File: config.mk
export PLATFORM = sky130hd
export DESIGN_NAME = ahb_lite_arbiter2
export DESIGN_NICKNAME = d
export VERILOG_FILES = /design/src/rtl/ahb_lite_arbiter2_pkg.sv /design/src/rtl/ahb_lite_arbiter2_rr.sv /design/src/rtl/ahb_lite_arbiter2.sv
export SDC_FILE = /design/constraint.sdc
export NUM_CORES = 1
export LEC_CHECK = 0
export ABC_AREA = 1
export CAP_MARGIN = 20
export CORE_AREA = 2 2 130 132
export CTS_CLUSTER_DIAMETER = 100
export CTS_CLUSTER_SIZE = 30
export DETAILED_ROUTE_END_ITERATION = 10
export DIE_AREA = 0 0 132 134
export PLACE_DENSITY_LB_ADDON = 0.25
export RECOVER_POWER = 50
export SYNTH_ARGS = -nofsm -noshare
export SYNTH_HDL_FRONTEND = slang
export SYNTH_HIERARCHICAL = 1
export SYNTH_SLANG_ARGS = --single-unit
File: constraint.sdc
create_clock -name HCLK -period 2.65 [get_ports HCLK]
set_clock_uncertainty 0.05 [all_clocks]
set_input_delay 0.795 -clock HCLK [delete_from_list [all_inputs] [get_ports HCLK]]
set_output_delay 0.795 -clock HCLK [all_outputs]
set_load 0.03 [all_outputs]
File: src/rtl/ahb_lite_arbiter2_pkg.sv
// Shared AHB-Lite encodings for the two-master arbiter.
package ahb_lite_arbiter2_pkg;

  typedef enum logic [1:0] {
    HTRANS_IDLE   = 2'b00,
    HTRANS_BUSY   = 2'b01,
    HTRANS_NONSEQ = 2'b10,
    HTRANS_SEQ    = 2'b11
  } htrans_t;

  typedef enum logic {
    HRESP_OKAY  = 1'b0,
    HRESP_ERROR = 1'b1
  } hresp_t;

  typedef enum logic [2:0] {
    HBURST_SINGLE = 3'd0,
    HBURST_INCR   = 3'd1,
    HBURST_WRAP4  = 3'd2,
    HBURST_INCR4  = 3'd3,
    HBURST_WRAP8  = 3'd4,
    HBURST_INCR8  = 3'd5,
    HBURST_WRAP16 = 3'd6,
    HBURST_INCR16 = 3'd7
  } hburst_t;

  typedef enum logic {
    MASTER_0 = 1'b0,
    MASTER_1 = 1'b1
  } master_id_t;

endpackage

File: src/rtl/ahb_lite_arbiter2_rr.sv
// Combinational two-way winner select: round-robin or fixed priority, parks on owner when idle.
module ahb_rr_arbiter2
  import ahb_lite_arbiter2_pkg::*;
#(
  parameter int ARB_MODE = 0
) (
  input  logic [1:0] req,
  input  master_id_t last_win,
  input  master_id_t cur_owner,
  output master_id_t winner
);

  always_comb begin
    winner = cur_owner;
    case (req)
      2'b01:   winner = MASTER_0;
      2'b10:   winner = MASTER_1;
      2'b11:   winner = (ARB_MODE == 1) ? MASTER_0 : master_id_t'(~last_win);
      default: winner = cur_owner;
    endcase
  end

endmodule

File: src/rtl/ahb_lite_arbiter2.sv
// Two-master AHB-Lite arbiter: address-phase mux, data-phase routing, burst/lock-aware handover.
module ahb_lite_arbiter2
  import ahb_lite_arbiter2_pkg::*;
#(
  parameter int ADDR_W   = 32,
  parameter int DATA_W   = 32,
  parameter int ARB_MODE = 0
) (
  input  logic              HCLK,
  input  logic              HRESETn,
  input  logic [ADDR_W-1:0] m0_HADDR,
  input  logic [1:0]        m0_HTRANS,
  input  logic              m0_HWRITE,
  input  logic [2:0]        m0_HSIZE,
  input  logic [2:0]        m0_HBURST,
  input  logic [3:0]        m0_HPROT,
  input  logic              m0_HMASTLOCK,
  input  logic [DATA_W-1:0] m0_HWDATA,
  output logic              m0_HREADY,
  output logic              m0_HRESP,
  output logic [DATA_W-1:0] m0_HRDATA,
  input  logic [ADDR_W-1:0] m1_HADDR,
  input  logic [1:0]        m1_HTRANS,
  input  logic              m1_HWRITE,
  input  logic [2:0]        m1_HSIZE,
  input  logic [2:0]        m1_HBURST,
  input  logic [3:0]        m1_HPROT,
  input  logic              m1_HMASTLOCK,
  input  logic [DATA_W-1:0] m1_HWDATA,
  output logic              m1_HREADY,
  output logic              m1_HRESP,
  output logic [DATA_W-1:0] m1_HRDATA,
  output logic [ADDR_W-1:0] HADDR,
  output logic [1:0]        HTRANS,
  output logic              HWRITE,
  output logic [2:0]        HSIZE,
  output logic [2:0]        HBURST,
  output logic [3:0]        HPROT,
  output logic              HMASTLOCK,
  output logic [DATA_W-1:0] HWDATA,
  input  logic              HREADY,
  input  logic              HRESP,
  input  logic [DATA_W-1:0] HRDATA,
  output logic              grant
);

  master_id_t addr_owner_q, data_owner_q, last_win_q;
  master_id_t winner, grant_sel;
  logic       data_active_q;
  logic [1:0] req;
  logic [1:0] owner_trans;
  logic       owner_lock, arb_pt;
  logic [1:0] sel_trans;
  logic       sel_lock;

  function automatic logic master_ready(input master_id_t id, input master_id_t d_owner,
                                        input master_id_t g_sel, input logic requesting,
                                        input logic slave_ready);
    if (d_owner == id)   return slave_ready;
    else if (g_sel == id) return slave_ready;
    else if (requesting) return 1'b0;
    else                 return 1'b1;
  endfunction

  assign req = {m1_HTRANS == HTRANS_NONSEQ, m0_HTRANS == HTRANS_NONSEQ};

  assign owner_trans = (addr_owner_q == MASTER_1) ? m1_HTRANS    : m0_HTRANS;
  assign owner_lock  = (addr_owner_q == MASTER_1) ? m1_HMASTLOCK : m0_HMASTLOCK;

  // SEQ/BUSY or a held lock keep the current owner mid-burst
  assign arb_pt = ((owner_trans == HTRANS_IDLE) || (owner_trans == HTRANS_NONSEQ)) && !owner_lock;

  ahb_rr_arbiter2 #(.ARB_MODE(ARB_MODE)) u_arb (
    .req       (req),
    .last_win  (last_win_q),
    .cur_owner (addr_owner_q),
    .winner    (winner)
  );

  assign grant_sel = arb_pt ? winner : addr_owner_q;
  assign grant     = addr_owner_q;

  always_comb begin
    if (grant_sel == MASTER_1) begin
      HADDR     = m1_HADDR;
      sel_trans = m1_HTRANS;
      HWRITE    = m1_HWRITE;
      HSIZE     = m1_HSIZE;
      HBURST    = m1_HBURST;
      HPROT     = m1_HPROT;
      sel_lock  = m1_HMASTLOCK;
    end else begin
      HADDR     = m0_HADDR;
      sel_trans = m0_HTRANS;
      HWRITE    = m0_HWRITE;
      HSIZE     = m0_HSIZE;
      HBURST    = m0_HBURST;
      HPROT     = m0_HPROT;
      sel_lock  = m0_HMASTLOCK;
    end
  end

  assign HTRANS    = HRESETn ? sel_trans : HTRANS_IDLE;
  assign HMASTLOCK = HRESETn & sel_lock;
  assign HWDATA    = (data_owner_q == MASTER_1) ? m1_HWDATA : m0_HWDATA;

  assign m0_HREADY = !HRESETn || master_ready(MASTER_0, data_owner_q, grant_sel, req[0], HREADY);
  assign m1_HREADY = !HRESETn || master_ready(MASTER_1, data_owner_q, grant_sel, req[1], HREADY);

  assign m0_HRESP  = (data_active_q && data_owner_q == MASTER_0) ? HRESP : HRESP_OKAY;
  assign m1_HRESP  = (data_active_q && data_owner_q == MASTER_1) ? HRESP : HRESP_OKAY;
  assign m0_HRDATA = HRDATA;
  assign m1_HRDATA = HRDATA;

  // Address phase advances into data phase only on a ready edge
  always_ff @(posedge HCLK or negedge HRESETn) begin
    if (!HRESETn) begin
      addr_owner_q  <= MASTER_0;
      data_owner_q  <= MASTER_0;
      data_active_q <= 1'b0;
      last_win_q    <= MASTER_1;
    end else if (HREADY) begin
      addr_owner_q  <= grant_sel;
      data_owner_q  <= grant_sel;
      data_active_q <= HTRANS[1];
      if (arb_pt && (&req)) last_win_q <= winner;
    end
  end

endmodule

Clock nets:
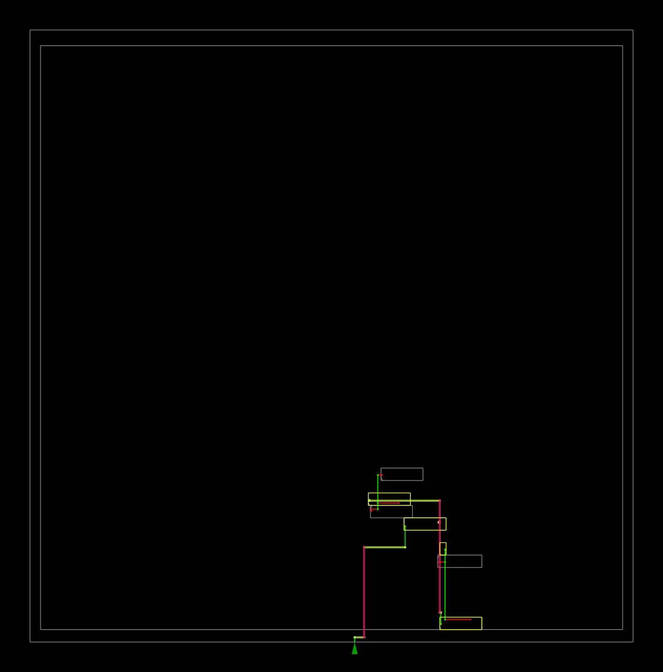
clock-net power: 0.000242 W
clock sink total: 3
clock buf count: 4
Seq cells: 3
clk ins delay skew pair: 0.23 ns

Routed clock nets over the placement:
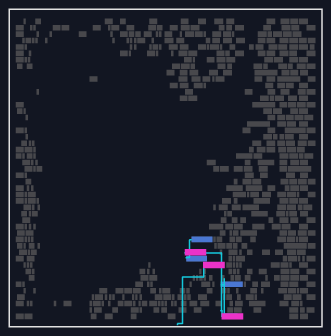
[magenta] clock drivers | count: 3
[blue] flip-flops | count: 3
[cyan] clock wires | length: 116 µm
routed clock nets: 4

==> summary.txt <==
impl run done, here's what came out: CP delay by family, top=buffers and inverters, DRT Wirelength=10.6 mm, switching pwr=0.00137 W, layout inverter count without the clock tree=15, post-CTS setup buffers=13, CTS tree=done, Iteration-0 DRC Markers=59, CP peak stage delay=0.24 ns, hold path start=data_active_q$_DFFE_PN0P_, fraction of layout cells with a size suffix above 1=0.467, Leakage=2.58 nW, Combinational Power Share=0.889, Layout Cells excl Fill=788, worst slew pin tran=0.416 ns, Placed Cells=765, grt peak-use layer=met2, top-count cell post-synth=nand2_1, Setup CP Type=input port to output pin, YS chip area=0.00179 mm², Commonest cells post-synth=nand2_1 (237), buf_4 (65), inv_1 (13), Area contributors post-synth=nand2_1 (50%), buf_4 (27%), dfrtp_1 (2.8%), Seq cells post-synth=3, Largest cell class=non-clock buffers, Fin. Hold Viols=0, fin crit share=1.16, cell-internal power=0.00138 W, path depth of the worst reg2reg path=7, Top Ports=339, Init Core Util=0.110, Max Cap Viol=0, CP required=1.81 ns, Synth Cell Area=0.00179 mm², post-DR vias/cell=3.69, Die H=134 µm, highest routed metal layer=met4, status=complete, but fails checks, top cell type's share of synthesized area=0.498, hold path cells=2, Worst Path Buf+Inv=8, H-tree depth=1, root buffer cell=clkbuf_16, DRT Pass-1 Iters=4, antenna-violating nets left=0, Fmax achieved=326 MHz, largest net degree at the start of global routing=38, r2r setup slk=1.13 ns, CTS max path bufs=2, switching share of power=0.499, Max VDD drop=0.181 mV, critical path endpoint=HPROT[2], Setup crit start kind=input port, yosys warns=6, Post-synth ARST share=1.00, multi-input combinational area share=0.352, ClkCell Share=0.0149, PwrDens=522 mW/mm², Non-CTS buffers=281, initial antenna violation count=0, flip-flops with a built-in enable=0, antenna cell count=0, Met3 Routed Length=871 µm, Slew HR=0.723, fin crit period=3.07 ns, Fin Hold WS=0.438 ns, Post-Syn Instances=363, final instance area=0.00528 mm², Tool Warnings=29, total congestion overflow=0, GR Util met3=0.0208, Critical path origin=m0_HTRANS[0], cell type with the largest total area=nand2_1, Unique cell types=24, vias in the first global route=2,966, most frequent logic cell in the layout=clkdlybuf4s50_1, placed cell area=0.00434 mm², met1 usage=0.110, nets@finish=761, CTS resizes=159, Tap Count=220, share of power burned in registers=0.023, Total GRT Usage=0.108, MI comb cells=265, WP depth=15, yosys cell count=363, slowest CP cell=or2_4, Layout Utilization=0.324, Hold Path End=data_active_q$_DFFE_PN0P_, worst path cell trace=buf_6 > or2_4 > inv_2 > inv_2 > o21ai_1 > nand2_1 > inv_1 > nand2_2 > nand2_4 > buf_12 > inv_12 > buf_16 > nand2_2 > nand2_4 > buf_4, multi-input logic area=0.00186 mm², Top Layout Cells=clkdlybuf4s50_1 (152), nand2_1 (125), nand2_4 (93), Top Registers=data_active_q x1, data_owner_q x1, last_win_q x1, final slew viol count=0, Arrival @ worst endpoint=2.22 ns, Layout area overhead=195%, GPL Wtd Cong=0.811, Seq. cell area=76.3 µm², die area=0.0177 mm², wire length on met2=5.70 mm, cts hold-fix bufs=0, Reg2Reg Launch Point=data_owner_q$_DFFE_PN0P_, cts bufs inserted=3, drt wl/cell=13.4 µm, core box area=0.0163 mm², die width=132 µm, main flop type=dfrtp_1, worst-path fanout max=13, crit end category=output pin, final setup vio count=48, Worst-path clk slew=0.03 ns, Filler cells=1,696, buffering overhead=0.554, met2 global-route usage=0.224, post-synthesis average cell area=4.93 µm², row count=47, Via Count=2,906, register share after synthesis=0.0427, hold crit path type=flop to flop, WL met1=3.83 mm, Synth Net Count=555, reg2reg end=data_active_q$_DFFE_PN0P_, failing checks=setup timing, Clock Power Share=0.088, number of port buffers=242, final worst setup slack=-0.420 ns, Post-DP HPWL=7.57 mm, RSZ-0062 raised after global routing=yes, DRC=0, first-pass GRT wire length=15.5 mm, flop share of the area=0.0145
Cells coloured by class:
Fill, decap, tap and diode cells in grey.
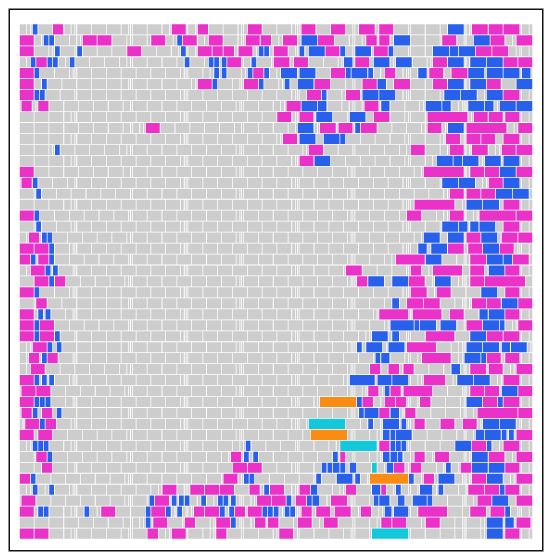
| colour | class | cells | share of their area |
|---|---|---|---|
| blue | combinational and other logic | 280 | 38% |
| magenta | other buffers and delay cells | 281 | 58% |
| orange | flops | 3 | 1.5% |
| cyan | clock drivers and dummy loads | 4 | 1.6% |

==> kinds of logic after synthesis <==
group | share of synthesized area
simple gates | 0.565
buf+inv | 0.364
compound gates | 0.0280
flops | 0.0427
==> per-stage QoR <==
stage	total power, W	setup WS, ns	setup TNS [ns]
after floorplan	0.00140	-0.107	-2.92
after global placement	0.00199	-0.801	-36.72
after detailed placement	0.00199	-0.819	-37.30
after CTS	0.00270	-0.412	-17.21
after global routing	0.00290	-0.515	-22.65
final	0.00276	-0.420	-18.07
==> power groups by stage <==
stage,sequential [W],combinational [W],clock (W)
after global routing,0.0000664,0.00258,0.000253
after CTS,0.0000650,0.00238,0.000246
final,0.0000646,0.00245,0.000242
after detailed placement,0.0000657,0.00193,0
after floorplan,0.0000682,0.00133,0
after global placement,0.0000653,0.00192,0
Power is estimated from default activity; no workload was simulated.
